## src/rtl/mrt_pkg.sv

```systemverilog
// Shared definitions for the multi-render-target write path: RT limits,
// RT-index width helper and the write record exchanged with the blend units.
package mrt_pkg;

    // Largest number of render targets the back end supports.
    localparam int MRT_MAX_RT     = 8;

    // Default write geometry used by the shared record type.
    localparam int MRT_DEF_DATA_W = 128;
    localparam int MRT_DEF_ADDR_W = 32;

    // Width of an RT index; at least one bit so a two-RT build still has an id.
    function automatic int mrt_id_width(input int num_rt);
        return (num_rt <= 2) ? 1 : $clog2(num_rt);
    endfunction

    // One colour write as produced by a blend unit.
    typedef struct packed {
        logic [MRT_DEF_ADDR_W-1:0]   addr;
        logic [MRT_DEF_DATA_W/8-1:0] be;
        logic [MRT_DEF_DATA_W-1:0]   data;
    } mrt_wr_t;

endpackage

```

## src/rtl/mrt_rt_fifo.sv

```systemverilog
// Per-RT write queue: a small synchronous FIFO with an occupancy count.
// The head entry is always visible on rdata_o; the consumer never pops an
// empty queue and the producer never pushes a full one.
module mrt_rt_fifo #(
    parameter  int DEPTH = 4,
    parameter  int WIDTH = 8,
    localparam int PTR_W = $clog2(DEPTH),
    localparam int CNT_W = PTR_W + 1
) (
    input  logic             clk,
    input  logic             rstn,
    input  logic             push_i,
    input  logic             pop_i,
    input  logic [WIDTH-1:0] wdata_i,
    output logic [WIDTH-1:0] rdata_o,
    output logic [CNT_W-1:0] count_o
);

    logic [WIDTH-1:0] mem_q [DEPTH];
    logic [PTR_W-1:0] wr_ptr_q;
    logic [PTR_W-1:0] rd_ptr_q;
    logic [CNT_W-1:0] count_q;
    logic [CNT_W-1:0] count_d;

    // Storage array: written only, never reset, so it maps onto plain RAM.
    always_ff @(posedge clk) begin
        if (push_i) begin
            mem_q[wr_ptr_q] <= wdata_i;
        end
    end

    // Occupancy: a simultaneous push and pop leaves it unchanged.
    always_comb begin
        count_d = count_q;
        if (push_i && !pop_i) begin
            count_d = count_q + CNT_W'(1);
        end else if (!push_i && pop_i) begin
            count_d = count_q - CNT_W'(1);
        end
    end

    // Pointer and count registers; power-of-two depth lets pointers wrap freely.
    always_ff @(posedge clk or negedge rstn) begin
        if (!rstn) begin
            wr_ptr_q <= '0;
            rd_ptr_q <= '0;
            count_q  <= '0;
        end else begin
            if (push_i) begin
                wr_ptr_q <= wr_ptr_q + PTR_W'(1);
            end
            if (pop_i) begin
                rd_ptr_q <= rd_ptr_q + PTR_W'(1);
            end
            count_q <= count_d;
        end
    end

    assign rdata_o = mem_q[rd_ptr_q];
    assign count_o = count_q;

endmodule

```

## src/rtl/mrt_wr_arb_fifo.sv

```systemverilog
// Multi-render-target write arbiter. Each RT pushes into its own FIFO;
// a round-robin arbiter drains the non-empty FIFOs into a single registered
// memory request stage that can issue one write per cycle. Disabled or fully
// byte-masked writes are accepted and silently discarded.
module mrt_wr_arb_fifo
    import mrt_pkg::*;
#(
    parameter  int NUM_RT     = 4,
    parameter  int DATA_WIDTH = 128,
    parameter  int ADDR_WIDTH = 32,
    parameter  int FIFO_DEPTH = 4,
    localparam int BE_WIDTH   = DATA_WIDTH / 8,
    localparam int RT_ID_W    = mrt_id_width(NUM_RT)
) (
    input  logic                         clk,
    input  logic                         rstn,
    input  logic [NUM_RT-1:0]            in_valid,
    output logic [NUM_RT-1:0]            in_ready,
    input  logic [NUM_RT*DATA_WIDTH-1:0] in_data,
    input  logic [NUM_RT*ADDR_WIDTH-1:0] in_addr,
    input  logic [NUM_RT*BE_WIDTH-1:0]   in_be,
    input  logic [NUM_RT-1:0]            rt_enable,
    output logic                         mem_valid,
    input  logic                         mem_ready,
    output logic [DATA_WIDTH-1:0]        mem_data,
    output logic [ADDR_WIDTH-1:0]        mem_addr,
    output logic [BE_WIDTH-1:0]          mem_be,
    output logic [RT_ID_W-1:0]           mem_rt_id,
    output logic                         busy
);

    localparam int ENT_W = ADDR_WIDTH + BE_WIDTH + DATA_WIDTH;
    localparam int CNT_W = $clog2(FIFO_DEPTH) + 1;
    localparam logic [RT_ID_W-1:0] LAST_ID = RT_ID_W'(NUM_RT - 1);

    // Elaboration-time guard on the supported parameter space.
    if (NUM_RT < 2 || NUM_RT > MRT_MAX_RT || (DATA_WIDTH % 8) != 0 ||
        FIFO_DEPTH < 2 || (FIFO_DEPTH & (FIFO_DEPTH - 1)) != 0) begin : g_param_check
        $error("mrt_wr_arb_fifo: unsupported parameter combination");
    end

    logic [NUM_RT-1:0]  push;
    logic [NUM_RT-1:0]  pop;
    logic [NUM_RT-1:0]  nonempty;
    logic [CNT_W-1:0]   fifo_count [NUM_RT];
    logic [ENT_W-1:0]   fifo_head  [NUM_RT];

    logic               any_nonempty;
    logic               load;
    logic [NUM_RT-1:0]  upper_req;
    logic [NUM_RT-1:0]  pick_req;
    logic [RT_ID_W-1:0] grant_id;
    logic [ENT_W-1:0]   grant_head;

    logic               mem_valid_q;
    logic               mem_valid_d;
    logic [ENT_W-1:0]   mem_ent_q;
    logic [ENT_W-1:0]   mem_ent_d;
    logic [RT_ID_W-1:0] mem_rt_id_q;
    logic [RT_ID_W-1:0] mem_rt_id_d;
    logic [RT_ID_W-1:0] ptr_q;
    logic [RT_ID_W-1:0] ptr_d;

    // Per-RT input handshake, drop filter and queue.
    for (genvar gi = 0; gi < NUM_RT; gi++) begin : g_rt
        logic [BE_WIDTH-1:0] be_in;
        logic [ENT_W-1:0]    wr_ent;

        assign be_in  = in_be[gi*BE_WIDTH +: BE_WIDTH];
        assign wr_ent = {in_addr[gi*ADDR_WIDTH +: ADDR_WIDTH], be_in,
                         in_data[gi*DATA_WIDTH +: DATA_WIDTH]};

        // Ready depends on the registered count only, so a full FIFO stays
        // not-ready in the cycle it is popped.
        assign in_ready[gi] = (fifo_count[gi] != CNT_W'(FIFO_DEPTH)) && rstn;

        // Disabled RTs and all-zero byte masks are acknowledged but not stored.
        assign push[gi]     = in_valid[gi] && in_ready[gi] && rt_enable[gi] && (|be_in);
        assign nonempty[gi] = (fifo_count[gi] != '0);
        assign pop[gi]      = load && (grant_id == RT_ID_W'(gi));

        mrt_rt_fifo #(
            .DEPTH (FIFO_DEPTH),
            .WIDTH (ENT_W)
        ) u_fifo (
            .clk     (clk),
            .rstn    (rstn),
            .push_i  (push[gi]),
            .pop_i   (pop[gi]),
            .wdata_i (wr_ent),
            .rdata_o (fifo_head[gi]),
            .count_o (fifo_count[gi])
        );
    end

    assign any_nonempty = |nonempty;
    assign load         = (!mem_valid_q || mem_ready) && any_nonempty;

    // Requesters at or above the rotating pointer take precedence.
    always_comb begin
        upper_req = '0;
        for (int i = 0; i < NUM_RT; i++) begin
            upper_req[i] = nonempty[i] && (i >= int'(ptr_q));
        end
    end

    // Lowest-index requester in the preferred set wins; fall back to the
    // full set to wrap past the last RT (valid for any NUM_RT).
    always_comb begin
        pick_req = (|upper_req) ? upper_req : nonempty;
        grant_id = '0;
        for (int i = NUM_RT - 1; i >= 0; i--) begin
            if (pick_req[i]) begin
                grant_id = RT_ID_W'(i);
            end
        end
    end

    // Select the winner's head entry.
    always_comb begin
        grant_head = '0;
        for (int i = 0; i < NUM_RT; i++) begin
            if (grant_id == RT_ID_W'(i)) begin
                grant_head = fifo_head[i];
            end
        end
    end

    // Output stage next-state: load a new grant, retire an accepted request,
    // or hold everything while the memory stalls.
    always_comb begin
        mem_valid_d = mem_valid_q;
        mem_ent_d   = mem_ent_q;
        mem_rt_id_d = mem_rt_id_q;
        ptr_d       = ptr_q;
        if (load) begin
            mem_valid_d = 1'b1;
            mem_ent_d   = grant_head;
            mem_rt_id_d = grant_id;
            ptr_d       = (grant_id == LAST_ID) ? '0 : grant_id + RT_ID_W'(1);
        end else if (mem_valid_q && mem_ready) begin
            mem_valid_d = 1'b0;
        end
    end

    // Output and arbitration registers; reset drops any in-flight request.
    always_ff @(posedge clk or negedge rstn) begin
        if (!rstn) begin
            mem_valid_q <= 1'b0;
            mem_ent_q   <= '0;
            mem_rt_id_q <= '0;
            ptr_q       <= '0;
        end else begin
            mem_valid_q <= mem_valid_d;
            mem_ent_q   <= mem_ent_d;
            mem_rt_id_q <= mem_rt_id_d;
            ptr_q       <= ptr_d;
        end
    end

    assign mem_valid = mem_valid_q;
    assign mem_addr  = mem_ent_q[ENT_W-1 -: ADDR_WIDTH];
    assign mem_be    = mem_ent_q[DATA_WIDTH +: BE_WIDTH];
    assign mem_data  = mem_ent_q[DATA_WIDTH-1:0];
    assign mem_rt_id = mem_rt_id_q;
    assign busy      = any_nonempty || mem_valid_q;

endmodule

```

## config.mk

```make
export PLATFORM = sky130hd
export DESIGN_NAME = mrt_wr_arb_fifo
export DESIGN_NICKNAME = d
export VERILOG_FILES = /design/src/rtl/mrt_pkg.sv /design/src/rtl/mrt_rt_fifo.sv /design/src/rtl/mrt_wr_arb_fifo.sv
export SDC_FILE = /design/constraint.sdc
export NUM_CORES = 2
export LEC_CHECK = 0
export CAP_MARGIN = 20
export CORE_MARGIN = 5
export CORE_UTILIZATION = 30
export CTS_BUF_LIST = sky130_fd_sc_hd__clkbuf_4
export DETAILED_ROUTE_END_ITERATION = 12
export SETUP_SLACK_MARGIN = 0.3
export SYNTH_ARGS = -nofsm -noshare
export SYNTH_HDL_FRONTEND = slang
export SYNTH_SLANG_ARGS = --single-unit
```

## constraint.sdc

```tcl
create_clock -name clk -period 16.2 [get_ports clk]
set_clock_uncertainty 0.2 [all_clocks]
set_input_delay 3.24 -clock clk [delete_from_list [all_inputs] [get_ports clk]]
set_output_delay 3.24 -clock clk [all_outputs]
set_load 0.02 [all_outputs]
```

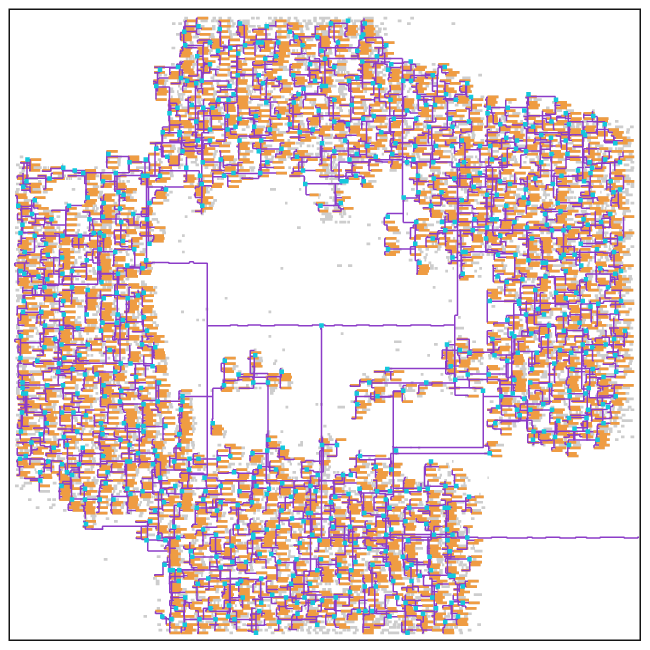
**Above:** clock network drawn from the DEF.
Scale: 1 px per micron.
Key: cyan = clock-net drivers [count 769]; purple = clock wires [length 39.3 mm]; orange = flip-flops [count 3025]
There are 770 routed clock nets. Position of the flops: all over the die.

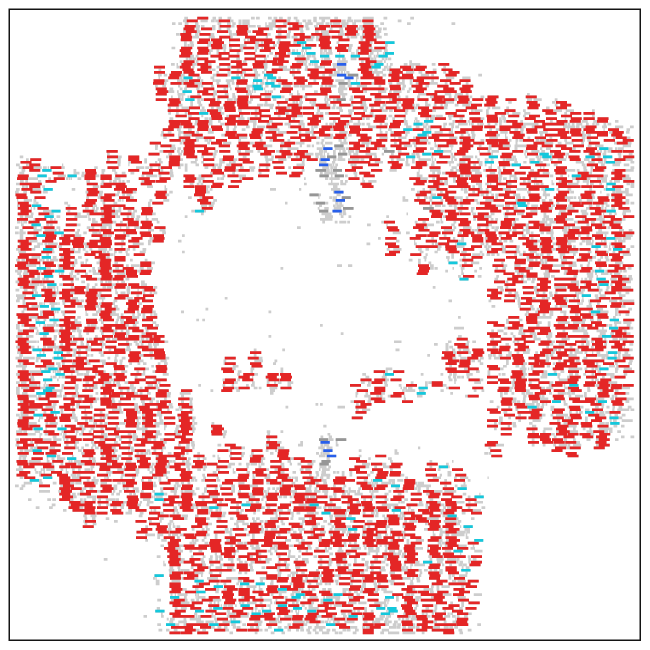
**Above:** sequential cells coloured by netlist name.
Scale: 1 px per micron. Other sequential cells in the stronger grey, the rest of the logic in the fainter grey.
Key: red = g_rt.u_fifo.mem_q [placed flops 2816, where all over the die]; blue = g_rt.u_fifo.count_o [placed flops 12]; cyan = mem_ent_q [placed flops 176, where all over the die]

==> run_summary.xml <==
<?xml version="1.0" encoding="UTF-8"?>
<metrics>
  <group name="worst_setup_path">
    <metric name="timing.critical_path.cells" unit="">buf_8 -&gt; buf_4 -&gt; buf_4 -&gt; a21boi_0 -&gt; clkdlybuf4s50_1</metric>
    <metric name="critical_path.startpoint_type" unit="">primary input</metric>
    <metric name="path_class" unit="">in2out</metric>
    <metric name="path_common_cell" unit="">sky130_fd_sc_hd__buf_4</metric>
    <metric name="cells_on_worst_reg2reg_path" unit="">10</metric>
    <metric name="r2r_start" unit="">g_rt[3].u_fifo.count_o[0]$_DFFE_PN0P_</metric>
  </group>
  <group name="final_layout">
    <metric name="largest_cell_class" unit="">sequential cells</metric>
    <metric name="flops" unit="">3025</metric>
    <metric name="layout.non_clock_inverters" unit="">17</metric>
    <metric name="comb_area_share" unit="%">17.0</metric>
    <metric name="flop_area" unit="sq um">89800</metric>
    <metric name="final_common_cell" unit="">sky130_fd_sc_hd__edfxtp_1</metric>
    <metric name="clkCellAreaFrac" unit="%">7.31</metric>
  </group>
  <group name="floorplanning">
    <metric name="rows" unit="">227</metric>
    <metric name="placeableCoreArea" unit="sq um">382000</metric>
    <metric name="starting_utilization_of_the_core_area" unit="%">30.1</metric>
  </group>
  <group name="final_timing">
    <metric name="post-route-period-util" unit="%">57.4</metric>
    <metric name="holdWs" unit="ps">282</metric>
    <metric name="layout_setup_ws" unit="ps">6900</metric>
    <metric name="setup_repair_after_global_routing_missed_its_margin" unit="">no</metric>
    <metric name="maxSlewViolCount" unit="">0</metric>
    <metric name="finalHoldViolCount" unit="">0</metric>
    <metric name="worstMarginPinSlew" unit="ps">1180</metric>
  </group>
  <group name="logic_synthesis">
    <metric name="synth_top_cell_by_area" unit="">sky130_fd_sc_hd__edfxtp_1</metric>
    <metric name="top_area_share" unit="%">73.4</metric>
    <metric name="post_synth_and_or_nand_nor_area_fraction" unit="%">1.41</metric>
    <metric name="synthesis.yosys.warnings" unit="">0</metric>
  </group>
  <group name="pwr">
    <metric name="p_int" unit="mW">15.6</metric>
    <metric name="power.switching" unit="mW">8.65</metric>
    <metric name="cellPowerDensity" unit="nW/um^2">172</metric>
  </group>
  <group name="placement">
    <metric name="worst_slack_at_placement" unit="ps">6820</metric>
    <metric name="dp_cells" unit="">11646</metric>
  </group>
  <group name="clock_network">
    <metric name="cts_htree_levels" unit="">6</metric>
    <metric name="cts.sinks" unit="">3025</metric>
    <metric name="cts.reportedPaths.clkPinSlew" unit="ps">50</metric>
  </group>
  <group name="grt">
    <metric name="grt_pass1_wl" unit="microns">504000</metric>
    <metric name="met3_usage" unit="%">6.07</metric>
  </group>
  <group name="flow_run">
    <metric name="stage_log_warnings" unit="">47</metric>
  </group>
  <group name="status">
    <metric name="status" unit="">finished, final reports clean</metric>
  </group>
  <group name="drt">
    <metric name="drt_first_iter_violations" unit="">5467</metric>
    <metric name="wl_met1" unit="microns">135000</metric>
  </group>
</metrics>
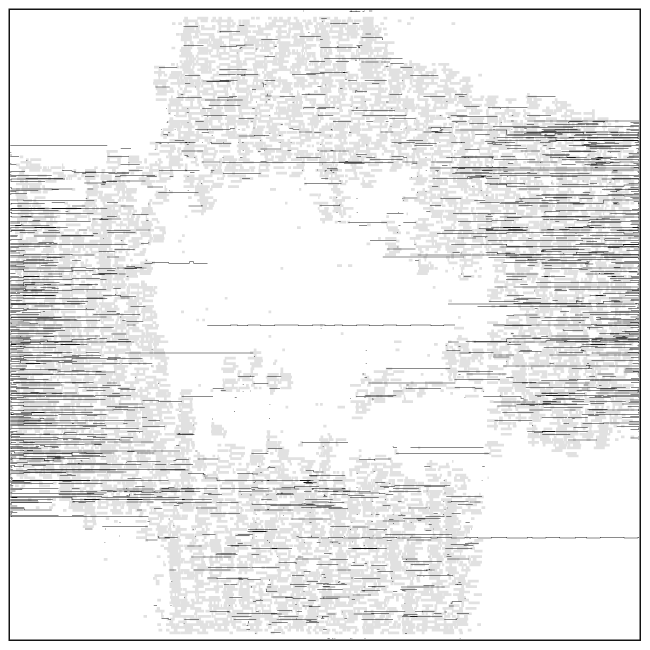
**Above:** M3 wires.
Scale: 1 px per micron. Cells faint in the background.
The layer holds 9.4% of the routed length. The longest straight run is 179 microns. The wires run mostly horizontal. The layer carries 34.4 mm of wire.

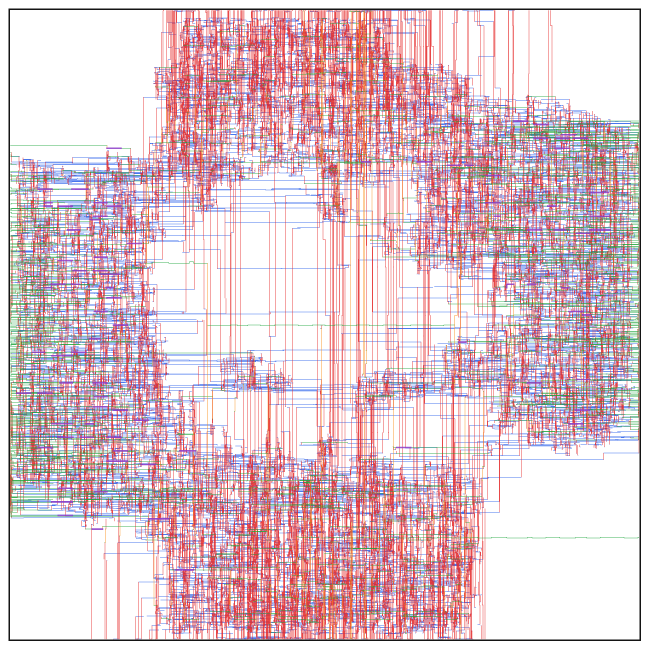
**Above:** signal wires by layer.
Scale: 1 px per micron.
Key: blue = M1 [wire length 135 mm]; red = M2 [wire length 183 mm]; purple = M5 [wire length 1120 microns]; orange = M4 [wire length 10300 microns]; green = M3 [wire length 34.4 mm]

Power and IR drop assume default switching activity.
